--- src/rtl/css_mcu0_el2_lsu_busclk_ctl_if.sv ---
// LSU bus-clock control bundle. The TLU/PIC side uses master; the clock controller uses slave.
interface css_mcu0_el2_lsu_busclk_ctl_if #(
    parameter int RATIO_W = 3
);
    logic [RATIO_W-1:0] bus_ratio;
    logic               ratio_upd;
    logic               quiesce_req;
    logic               lsu_bus_buffer_empty_any;
    logic               lsu_stbuf_empty_any;
    logic               lsu_bus_clk_en;
    logic [RATIO_W-1:0] ratio_active;
    logic               quiesce_ack;
    logic               drain_busy;

    modport master (
        output bus_ratio, ratio_upd, quiesce_req,
               lsu_bus_buffer_empty_any, lsu_stbuf_empty_any,
        input  lsu_bus_clk_en, ratio_active, quiesce_ack, drain_busy
    );

    modport slave (
        input  bus_ratio, ratio_upd, quiesce_req,
               lsu_bus_buffer_empty_any, lsu_stbuf_empty_any,
        output lsu_bus_clk_en, ratio_active, quiesce_ack, drain_busy
    );
endinterface

--- src/rtl/css_mcu0_el2_lsu_busclk_ctl.sv ---
// LSU bus clock-ratio enable generator plus bus quiesce/drain handshake.
// All outputs registered; ratio changes take effect only at a period boundary or while quiesced.
module css_mcu0_el2_lsu_busclk_ctl #(
    parameter int RATIO_W   = 3,
    parameter int IDLE_HOLD = 4
) (
    input  logic                                  clk,
    input  logic                                  rst,
    css_mcu0_el2_lsu_busclk_ctl_if.slave          bus
);

    localparam logic [1:0] ST_RUN      = 2'd0;
    localparam logic [1:0] ST_DRAIN    = 2'd1;
    localparam logic [1:0] ST_HOLD     = 2'd2;
    localparam logic [1:0] ST_QUIESCED = 2'd3;

    localparam logic [3:0] HOLD_LAST = 4'(IDLE_HOLD - 1);

    logic [1:0]         state, state_nxt;
    logic [3:0]         hcnt, hcnt_nxt;
    logic [RATIO_W-1:0] cnt;
    logic [RATIO_W-1:0] ratio_active;
    logic [RATIO_W-1:0] pend_ratio;
    logic               pend_vld;
    logic               clk_en;
    logic               idle;
    logic               wrap;
    logic               freeze;
    logic               apply;

    assign idle = bus.lsu_bus_buffer_empty_any & bus.lsu_stbuf_empty_any;
    assign wrap = (cnt == ratio_active);

    always_comb begin
        state_nxt = state;
        hcnt_nxt  = hcnt;
        case (state)
            ST_RUN: begin
                if (bus.quiesce_req) state_nxt = ST_DRAIN;
            end
            ST_DRAIN: begin
                if (!bus.quiesce_req) begin
                    state_nxt = ST_RUN;
                end else if (idle) begin
                    if (IDLE_HOLD == 1) begin
                        state_nxt = ST_QUIESCED;
                        hcnt_nxt  = 4'd0;
                    end else begin
                        state_nxt = ST_HOLD;
                        hcnt_nxt  = 4'd1;
                    end
                end
            end
            ST_HOLD: begin
                // hcnt counts idle cycles already seen; this cycle is one more
                if (!bus.quiesce_req) begin
                    state_nxt = ST_RUN;
                    hcnt_nxt  = 4'd0;
                end else if (!idle) begin
                    state_nxt = ST_DRAIN;
                    hcnt_nxt  = 4'd0;
                end else if (hcnt == HOLD_LAST) begin
                    state_nxt = ST_QUIESCED;
                    hcnt_nxt  = 4'd0;
                end else begin
                    hcnt_nxt  = hcnt + 4'd1;
                end
            end
            default: begin
                if (!bus.quiesce_req) state_nxt = ST_RUN;
            end
        endcase
    end

    // Freeze on the entry edge too, so the enable never overlaps the ack.
    assign freeze = (state == ST_QUIESCED) || (state_nxt == ST_QUIESCED);
    assign apply  = wrap || freeze;

    always_ff @(posedge clk) begin
        if (rst) begin
            state        <= ST_RUN;
            hcnt         <= 4'd0;
            cnt          <= '0;
            clk_en       <= 1'b0;
            ratio_active <= '0;
            pend_ratio   <= '0;
            pend_vld     <= 1'b0;
        end else begin
            state <= state_nxt;
            hcnt  <= hcnt_nxt;

            if (freeze) begin
                cnt    <= '0;
                clk_en <= 1'b0;
            end else if (wrap) begin
                cnt    <= '0;
                clk_en <= 1'b1;
            end else begin
                cnt    <= cnt + 1'b1;
                clk_en <= 1'b0;
            end

            if (bus.ratio_upd && apply) begin
                ratio_active <= bus.bus_ratio;
                pend_vld     <= 1'b0;
            end else if (bus.ratio_upd) begin
                pend_ratio   <= bus.bus_ratio;
                pend_vld     <= 1'b1;
            end else if (pend_vld && apply) begin
                ratio_active <= pend_ratio;
                pend_vld     <= 1'b0;
            end
        end
    end

    assign bus.lsu_bus_clk_en = clk_en;
    assign bus.ratio_active   = ratio_active;
    assign bus.quiesce_ack    = (state == ST_QUIESCED);
    assign bus.drain_busy     = (state == ST_DRAIN) || (state == ST_HOLD);

endmodule

--- src/flat_wrapper.sv ---
// flat-port wrapper written by rule: the top's interface ports become plain ports
module css_mcu0_el2_lsu_busclk_ctl_flat 
#(
    parameter int RATIO_W   = 3,
    parameter int IDLE_HOLD = 4
)
  (clk, rst, bus_bus_ratio, bus_ratio_upd, bus_quiesce_req, bus_lsu_bus_buffer_empty_any, bus_lsu_stbuf_empty_any, bus_lsu_bus_clk_en, bus_ratio_active, bus_quiesce_ack, bus_drain_busy);
  css_mcu0_el2_lsu_busclk_ctl_if #(.RATIO_W(RATIO_W)) bus_i ();
  input  logic clk;
  input  logic rst;
  input wire logic [$bits(bus_i.bus_ratio)-1:0] bus_bus_ratio;
  input wire logic [$bits(bus_i.ratio_upd)-1:0] bus_ratio_upd;
  input wire logic [$bits(bus_i.quiesce_req)-1:0] bus_quiesce_req;
  input wire logic [$bits(bus_i.lsu_bus_buffer_empty_any)-1:0] bus_lsu_bus_buffer_empty_any;
  input wire logic [$bits(bus_i.lsu_stbuf_empty_any)-1:0] bus_lsu_stbuf_empty_any;
  output wire logic [$bits(bus_i.lsu_bus_clk_en)-1:0] bus_lsu_bus_clk_en;
  output wire logic [$bits(bus_i.ratio_active)-1:0] bus_ratio_active;
  output wire logic [$bits(bus_i.quiesce_ack)-1:0] bus_quiesce_ack;
  output wire logic [$bits(bus_i.drain_busy)-1:0] bus_drain_busy;
  assign bus_i.bus_ratio = bus_bus_ratio;
  assign bus_i.ratio_upd = bus_ratio_upd;
  assign bus_i.quiesce_req = bus_quiesce_req;
  assign bus_i.lsu_bus_buffer_empty_any = bus_lsu_bus_buffer_empty_any;
  assign bus_i.lsu_stbuf_empty_any = bus_lsu_stbuf_empty_any;
  assign bus_lsu_bus_clk_en = bus_i.lsu_bus_clk_en;
  assign bus_ratio_active = bus_i.ratio_active;
  assign bus_quiesce_ack = bus_i.quiesce_ack;
  assign bus_drain_busy = bus_i.drain_busy;
  css_mcu0_el2_lsu_busclk_ctl #(.RATIO_W(RATIO_W), .IDLE_HOLD(IDLE_HOLD)) u_core (.clk(clk), .rst(rst), .bus(bus_i));
endmodule
--- config.mk ---
export PLATFORM = sky130hd
export DESIGN_NAME = css_mcu0_el2_lsu_busclk_ctl_flat
export DESIGN_NICKNAME = d
export VERILOG_FILES = /design/src/rtl/css_mcu0_el2_lsu_busclk_ctl_if.sv /design/src/rtl/css_mcu0_el2_lsu_busclk_ctl.sv /design/src/flat_wrapper.sv
export SDC_FILE = /design/constraint.sdc
export NUM_CORES = 1
export LEC_CHECK = 0
export CORE_MARGIN = 2
export CORE_UTILIZATION = 35
export DETAILED_ROUTE_END_ITERATION = 8
export PLACE_DENSITY = 0.53
export SYNTH_ARGS = -nofsm -noshare
export SYNTH_HDL_FRONTEND = slang
export SYNTH_SLANG_ARGS = --single-unit
--- constraint.sdc ---
create_clock -name clk -period 3.4 [get_ports clk]
set_clock_uncertainty 0.2 [all_clocks]
set_input_delay 0.85 -clock clk [delete_from_list [all_inputs] [get_ports clk]]
set_output_delay 0.85 -clock clk [all_outputs]
set_load 0.05 [all_outputs]
Wires at chosen ports, followed through buffers:
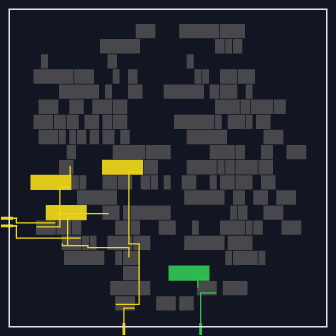
Key: green = bus_lsu_bus_clk_en [bits 1, direction output, edge south, end cells 1, buffers 1, wire 11.9 microns]; yellow = bus_ratio_active [bits 3, direction output, edge 2 west, 1 south, end cells 3, buffers 3, wire 107 microns]

Drive-strength map:
Scale bar: 20 microns.
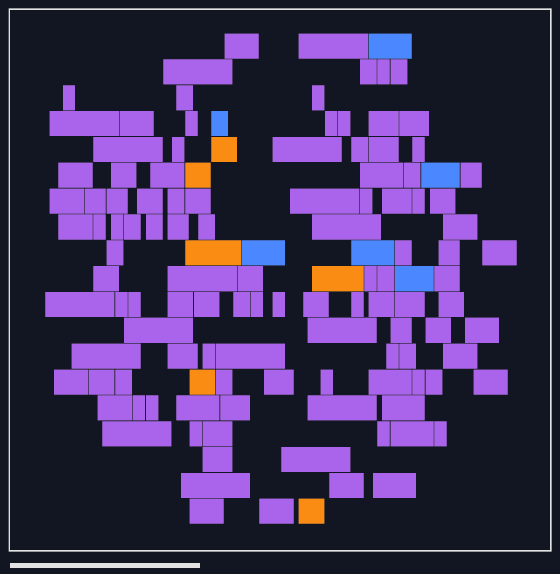
Key: blue = drive 2 [cells 6, most used mux2_2]; orange = drive 3 to 4 [cells 6, most used clkbuf_4]; purple = drive 1 or less [cells 113]
fin area: 1160 sq um
P&R area growth vs syn: 18.4%
Signal buffers: 15
setup slack after layout: 0.368 ns

==> results.toml <==
# yosys + openroad results
[synthesis]
ys_area_sq_um = 977
yosys-top-cells-count = "17 x dfxtp_1, 17 x nor2_1, 6 x ha_1, 6 x inv_1, 5 x nor3_1"
ys_ff = 17
async_flop_share = 0
synth-edff-count = 0
yosysTopAreaCell = "dfxtp_1"
syn_area_sq_um = 977
postSynthAreaPerCell_sq_um = 8.72
ys_cells = 112
syn_inst = 112
ys.flop_type = "dfxtp_1"
yosys-top-cells-area = "dfxtp_1 35%, ha_1 7.7%, nor2_1 6.5%"
syn_nets = 127
synth.distinct_cells = 37

[detailed_routing]
dr_wl_met2_microns = 926
maxUsedRoutingLayer = "met4"
dr.pass1.iters = 4
drtAntennaViolNets = 0
wl_microns = 1910
avgViaCountPerCell = 5.37
route.detailed.drc = 0

[sta]
max_slew.worst_pin.slew_ns = 0.503
fin_tns_setup_ns = 0
hold_viol = 0
rsz0062_at_grt = "false"
slew_headroom = 0.663
period_needed_ns = 3.03

[floorplan]
pin_count = 15
die-height_microns = 56.8
fp_util = 0.361
rows = 19
fp.dieW_microns = 56.8

[power]
ir_worst_vdd_v = 0.000486
p_int_mw = 0.428
sequentialPowerShare = 0.382
combPwrFrac = 0.471
clkPwrFrac = 0.146
p_per_area_nw_per_um2 = 633
leakage_nw = 0.474

[critical_path]
arrival_ns = 1.98
endpoint = "bus_quiesce_ack"
cp-end-kind = "output pin"
crit_fanout = 10
crit_family = "buffers and inverters"
r2r_cells = 8
path_depth = 2
path_cells = "ha_1 -> clkdlybuf4s50_1"
crit_type = "flip-flop to output pin"
crit_required_ns = 2.35
critPathLaunch = "u_core.state[1]$_SDFF_PP0_"

[run_status]
status = "finished, final reports clean"

[worst_hold_path]
hold_class = "flip-flop to flip-flop"
min_to = "u_core.cnt[0]$_SDFF_PP0_"
whs_path_depth = 1

[clock_tree]
hold_buffers = 0
post_cts_buffers = 0
worstSkewPairLatency_ns = 0.29
cts_tree = "done"
clk_pin_slew_ns = 0.10

[global_routing]
grt_use_total = 0.126
grt_pass1_vias = 785
grt_use_met2 = 0.223
antenna_found_initial = 0
overflow = 0
met1_usage = 0.145

[run]
warnings = 29

[layout]
final_nets = 141
final_util = 0.427

[placed_design]
gp_congestion = 0.830
port_buffers = 14
Sequential cells colored by netlist name:
Scale bar: 20 microns. Other sequential cells in the stronger gray, the rest of the logic in the fainter gray.
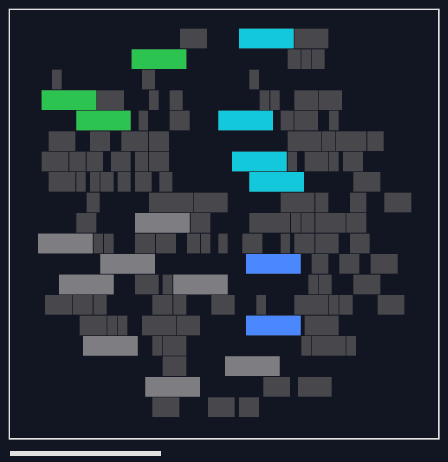
Key: green = u_core.pend_ratio [sequential cells 3]; cyan = u_core.hcnt [sequential cells 4]; blue = u_core.state [sequential cells 2]

sequential cells by signal, indices dropped and copies added (netlist names):
register                   count
u_core.hcnt                    4
u_core.bus.ratio_active        3
u_core.cnt                     3
u_core.pend_ratio              3
u_core.state                   2
u_core.bus.lsu_bus_clk_en      1
u_core.pend_vld                1
power by group through the flow:
| stage | Clock (mW) | Sequential [mW] | Combinational [mW] |
|---|---|---|---|
| after CTS | 0.113 | 0.280 | 0.348 |
| after global placement | 0 | 0.285 | 0.344 |
| after floorplan | 0 | 0.345 | 0.195 |
| after detailed placement | 0 | 0.285 | 0.346 |
| after global routing | 0.125 | 0.286 | 0.375 |
| final | 0.107 | 0.280 | 0.345 |
placed cells by master (no fill, tap or decap), drive strengths merged, types with 4 or more instances in the layout:
master and count:
nor3 5, nand2 4, a22oi 5, o21ai 7
clkdlybuf4s50 14, ha 6, inv 6, nor2 17
dfxtp 17
cell type report:
class                           instances  area [sq um]  share of cell area
Clock inverter                          1          5.00             0.00432
Multi-Input combinational cell         83           581               0.502
Clock buffer                            3          22.5              0.0195
Timing Repair Buffer                   15           148               0.128
Sequential cell                        17           340               0.294
Tap cell                               31          38.8              0.0335
Inverter                                6          22.5              0.0195
through the flow:
step	hold slack [ns]	area (sq um)	std cells	setup WS (ns)
after detailed placement	0.254	1130	152	0.457
final	0.270	1160	156	0.368
after CTS	0.273	1160	156	0.339
after floorplan	0.228	977	112	1.09
after global placement	0.244	1130	152	0.499
after global routing	0.299	1160	156	0.251
cells by family (layout without fill, tap and decap cells):
group	count (synthesis)	after routing	synth area share
xor+xnor	5	5	0.0448
compound gates	32	32	0.252
fa+ha+maj	6	6	0.0768
simple gates	36	36	0.177
mux	4	4	0.0435
buf+inv	12	25	0.0576
flops	17	17	0.348
Power figures rest on the tool's default switching activity, not on a simulated workload.
